Design exception_sequencer, sky130hd; sources not shown.
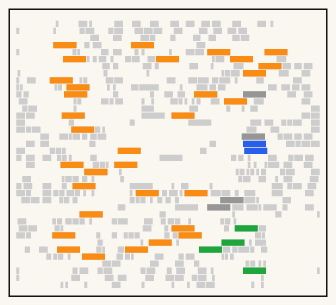
Fig. 1. Where the registers sit (run 1).
Other sequential cells in the stronger grey, the rest of the logic in the fainter grey.
| signal | colour | flops |
|---|---|---|
| `cnt` | green | 4 |
| `idx_q` | blue | 2 |
| `epc` | orange | 32 |
flop share of the area: 24.26%
final core occ: 35.73%
Seq group: 0.000686 W
register area: 1051 µm²

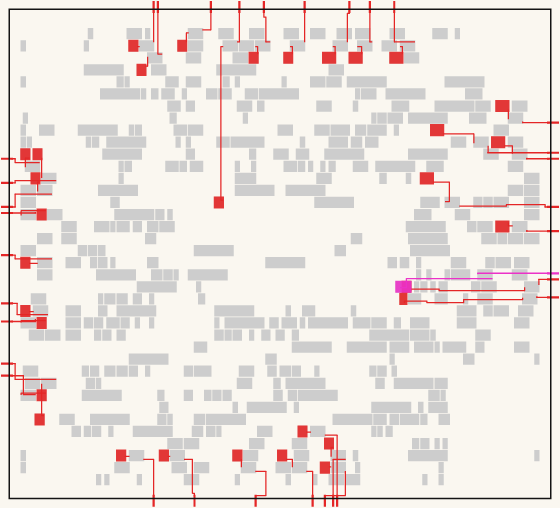
Fig. 2. I/O nets highlighted (run 1).
| port | colour | bits | direction | end cells | buffers | wire |
|---|---|---|---|---|---|---|
| `pc_value` | red | 32 | output | 32 | 32 | 473 µm |
| `rte_req` | magenta | 1 | input | 2 | 1 | 38.8 µm |
I/O pin count: 151
Port Buffers: 127

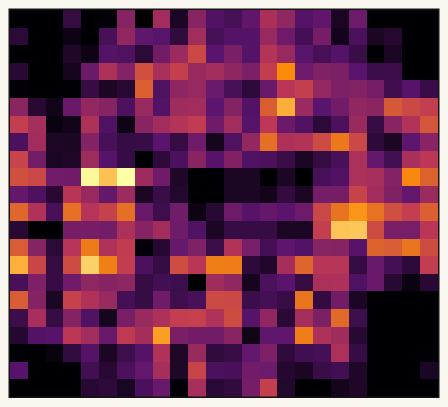
Fig. 3. Wire density map (run 1).
24 x 22 tiles, from black (low) to pale yellow (high), scaled to the fullest tile. Values are wire area over tile area, all layers added.
densest ninth of the die: middle right
fullest tile: 0.37
mean over tiles: 0.10
nearly empty tiles: 14%
routed wire length: 8.542 mm
All-Layer GR Usage: 12.34%

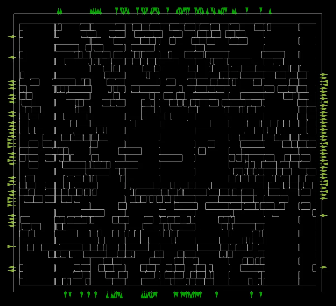
Fig. 4. Placed standard cells (run 1).
fin cells: 603
number of fill cells: 1242
Site Rows: 38
seq_cells: 42
Tap Count: 160

==> changes_impl.md, run 1 <==
### Changed

- Slack of the critical path: 0.8510 ns
- Total CTS buffers: 5
- DRT antenna net count: 0
- Logic area: 1587 µm²
- Adder-Cell Fraction of Synth Area: 5.222%
- Max-slew violation count: 0
- Worst path required time: approximately 4.0 ns
- Post-Syn Area: around 2900 µm²
- Cell count after synthesis: 327
- Place WS: between 0.8 and 0.9 ns
- Hold path depth: 1
- Mux contribution to synthesized area: 2.698%
- Largest net degree at the start of global routing: 64
- Post-CTS setup buffer count: 0
- Max FO, Critical Path: 15
- Vias: ~2700
- Clk_lat worst skew: 0.28 ns
- Fin crit share: approximately 82%
- CTS tree: done
- CP bufs+invs: 3
- Simple-Gate Area Share: 25.98%
- Crit path depth: 7
- R2R Setup Slk: 2.75 ns
- Slew @ Worst Pin: slightly above 0.9 ns
- Post-CTS Hold Buffers: 0
- Synthesized registers: 42
- Clock Power Share: about 13%
- Clock group: ~0.00035 W
- Cell Type Count: roughly 43
- Metal2 WL: a little under 4 mm
- ANT cells: 0
- Nets: 500
- Combinational Power: 0.00168 W
- Power per Cell Area: about 630 nW/µm²
- Core area: 12120 µm²
- Vias per cell: 4.466
- Startpoint Class: primary input
- Main logic family after synthesis: simple AND/OR/NAND/NOR gates
- F_max: 0.2571 GHz
- Multi-input gates: 249
- Rel. slew slack: 38.68%
- Total power: 0.002711 W
- Vias in the first global route: 2409
- Top cell excl fill/tap: clkdlybuf4s50_1
- Max-area cell class: logic gates
- Clock buffers: 7
- Internal Power: around 0.0014 W
- Max-area cell share: 36.55%
- Top cells by count: dfrtp_1 (42), nor2_1 (39), buf_4 (28)
- Area grow syn2layout: 50.65%
- CP top delay family: buffers and inverters
- Max VDD drop: 0.2024 mV
- Clock-cell share of area: 3.408%
- Initial antenna violation count: 0
- Met1 usage in global routing: between 10% and 20%
- Asr flop ratio synth: 100.0%
- Die H: 110.1 µm
- Invs w/o clock: 14
- Non-clk buf share: 29.87%
- RSZ-0062 raised after global routing: no
- Pleak: between 1.5 and 2 nW
- Top_reg_cell synth: dfrtp_1
- EDFF count, synth: 0
- Iteration-0 DRC Markers: 128
- Hpwl dp: 6.429 mm
- Commonest non-fill, non-tap cells in the layout: clkdlybuf4s50_1 (127), dfrtp_1 (42), nor2_1 (38)
- Critical path class: in -> out
- Clk_skew: 0.006586 ns
- Root buffer cell: clkbuf_16
- Post-Route Setup TNS: 0 ns
- DR top layer: met4
- Sink Count: 42
- Crit-path max cell delay: 0.68 ns
- Overflow after GRT: 0
- WL/cell: 14.17 µm
- Die Span X: 121.9 µm
- Ao+oa area frac: 14.75%
- Gpl congestion: 0.7438
- Post-route cell area: 4332 µm²
- Post-Route M1 WL: 4.087 mm
- Final setup viols: 0
- Resized Gates After CTS: 0
- Sw Share: 47.09%
- Core utilization at floorplan: a little under a quarter
- Final Hold Violating Endpoints: 0
- Status: finished clean
- Tightest Hold Check Type: reg -> reg
## Run 2: what changed since run 1
--- a/config.mk
+++ b/config.mk
@@ -10,7 +10,7 @@
 export CELL_PAD_IN_SITES_GLOBAL_PLACEMENT = 2
 export CORE_ASPECT_RATIO = 0.9
 export CORE_MARGIN = 2
-export CORE_UTILIZATION = 23
+export CORE_UTILIZATION = 20
 export DETAILED_ROUTE_END_ITERATION = 12
 export PLACE_DENSITY_LB_ADDON = 0.2
 export SYNTH_ARGS = -nofsm -noshare
==> constraint.sdc (replaced) <==
create_clock -name clk -period 3.3 [get_ports clk]
set_input_delay 0.495 -clock clk [delete_from_list [all_inputs] [get_ports clk]]
set_output_delay 0.495 -clock clk [all_outputs]
set_load 0.03 [all_outputs]
==> changes_impl.md, run 2 <==
### Changed

- Post-route cell area: 4364 µm² (+0.75%)
- R2R Setup Slk: 1.16 ns (-1.59 ns)
- CTS tree: done
- CP top delay family: buffers and inverters
- Met1 usage in global routing: 15.58% (-1.2 points)
- Port Buffers: 127 (unchanged)
- Adder-Cell Fraction of Synth Area: 5.222% (unchanged)
- Overflow after GRT: 0 (unchanged)
- Nets: 505 (+1.0%)
- All-Layer GR Usage: 11.25% (-1.1 points)
- Mux contribution to synthesized area: 2.698% (unchanged)
- Crit path depth: 6 (-1)
- Top_reg_cell synth: dfrtp_1
- Status: finished clean
- Crit-path max cell delay: 0.71 ns (+0.03 ns)
- Final Hold Violating Endpoints: 0 (unchanged)
- Commonest non-fill, non-tap cells in the layout: clkdlybuf4s50_1 (96), dfrtp_1 (42), nor2_1 (38), buf_4 (38), and2_1 (27)
- Clock-cell share of area: 3.813% (+0.40 points)
- Metal2 WL: 3.865 mm (-0.39%)
- Post-Route Setup TNS: 0 ns (unchanged)
- Total CTS buffers: 5 (unchanged)
- Max-area cell share: 36.55% (unchanged)
- Non-clk buf share: 29.01% (-0.85 points)
- Post-Syn Area: 2875 µm² (unchanged)
- Fin crit share: 90.31%
- Final setup viols: 0 (unchanged)
- Resized Gates After CTS: 0 (unchanged)
- Sw Share: 47.00% (-0.095 points)
- Slack of the critical path: 0.3197 ns (-0.5313 ns)
- Max FO, Critical Path: 5 (-10)
- EDFF count, synth: 0 (unchanged)
- Pleak: 1.783 nW (+5.9%)
- Startpoint Class: flip-flop
- Post-Route M1 WL: 4.177 mm (+2.2%)
- Die Span X: 130.4 µm (+7.0%)
- Tap Count: 193 (+21%)
- Multi-input gates: 249 (unchanged)
- Tightest Hold Check Type: reg -> reg
- Seq group: 0.000988 W (+44%)
- Sink Count: 42 (unchanged)
- Vias per cell: 4.289 (-4.0%)
- Logic area: 1587 µm² (unchanged)
- F_max: 0.3355 GHz
- Clock buffers: 8 (+1)
- Power per Cell Area: 908.4 nW/µm² (+45%)
- Top cells by count: dfrtp_1 (42), nor2_1 (39), buf_4 (28)
- I/O pin count: 151 (unchanged)
- Gpl congestion: 0.6960 (-6.4%)
- Area grow syn2layout: 51.78%
- RSZ-0062 raised after global routing: no
- Internal Power: 0.002101 W (+47%)
- Final core occ: 31.05% (-4.7 points)
- Core utilization at floorplan: 20.46% (-3.3 points)
- Seq_cells: 42 (unchanged)
- Vias: 2749 (+2.1%)
- Ao+oa area frac: 14.75% (unchanged)
- Vias in the first global route: 2617 (+8.6%)
- Max VDD drop: 0.6085 mV (+200%)
- Number of fill cells: 1520 (+22%)
- CP bufs+invs: 2 (-1)
- Rel. slew slack: 37.31% (-1.4 points)
- Initial antenna violation count: 0 (unchanged)
- Hpwl dp: 6.723 mm (+4.6%)
- Hold path depth: 1 (unchanged)
- DRT antenna net count: 0 (unchanged)
- ANT cells: 0 (unchanged)
- Die H: 117.7 µm (+7.0%)
- Core area: 14060 µm² (+16%)
- WL/cell: 13.70 µm (-3.3%)
- Combinational Power: 0.00242 W (+44%)
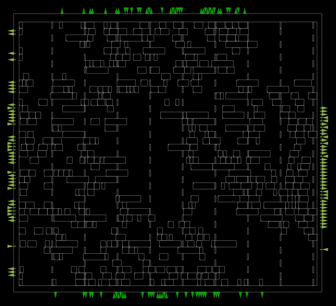
Fig. 5. Placed standard cells (run 2).
fin cells: 641
Site Rows: 41

Power and IR drop assume default switching activity.
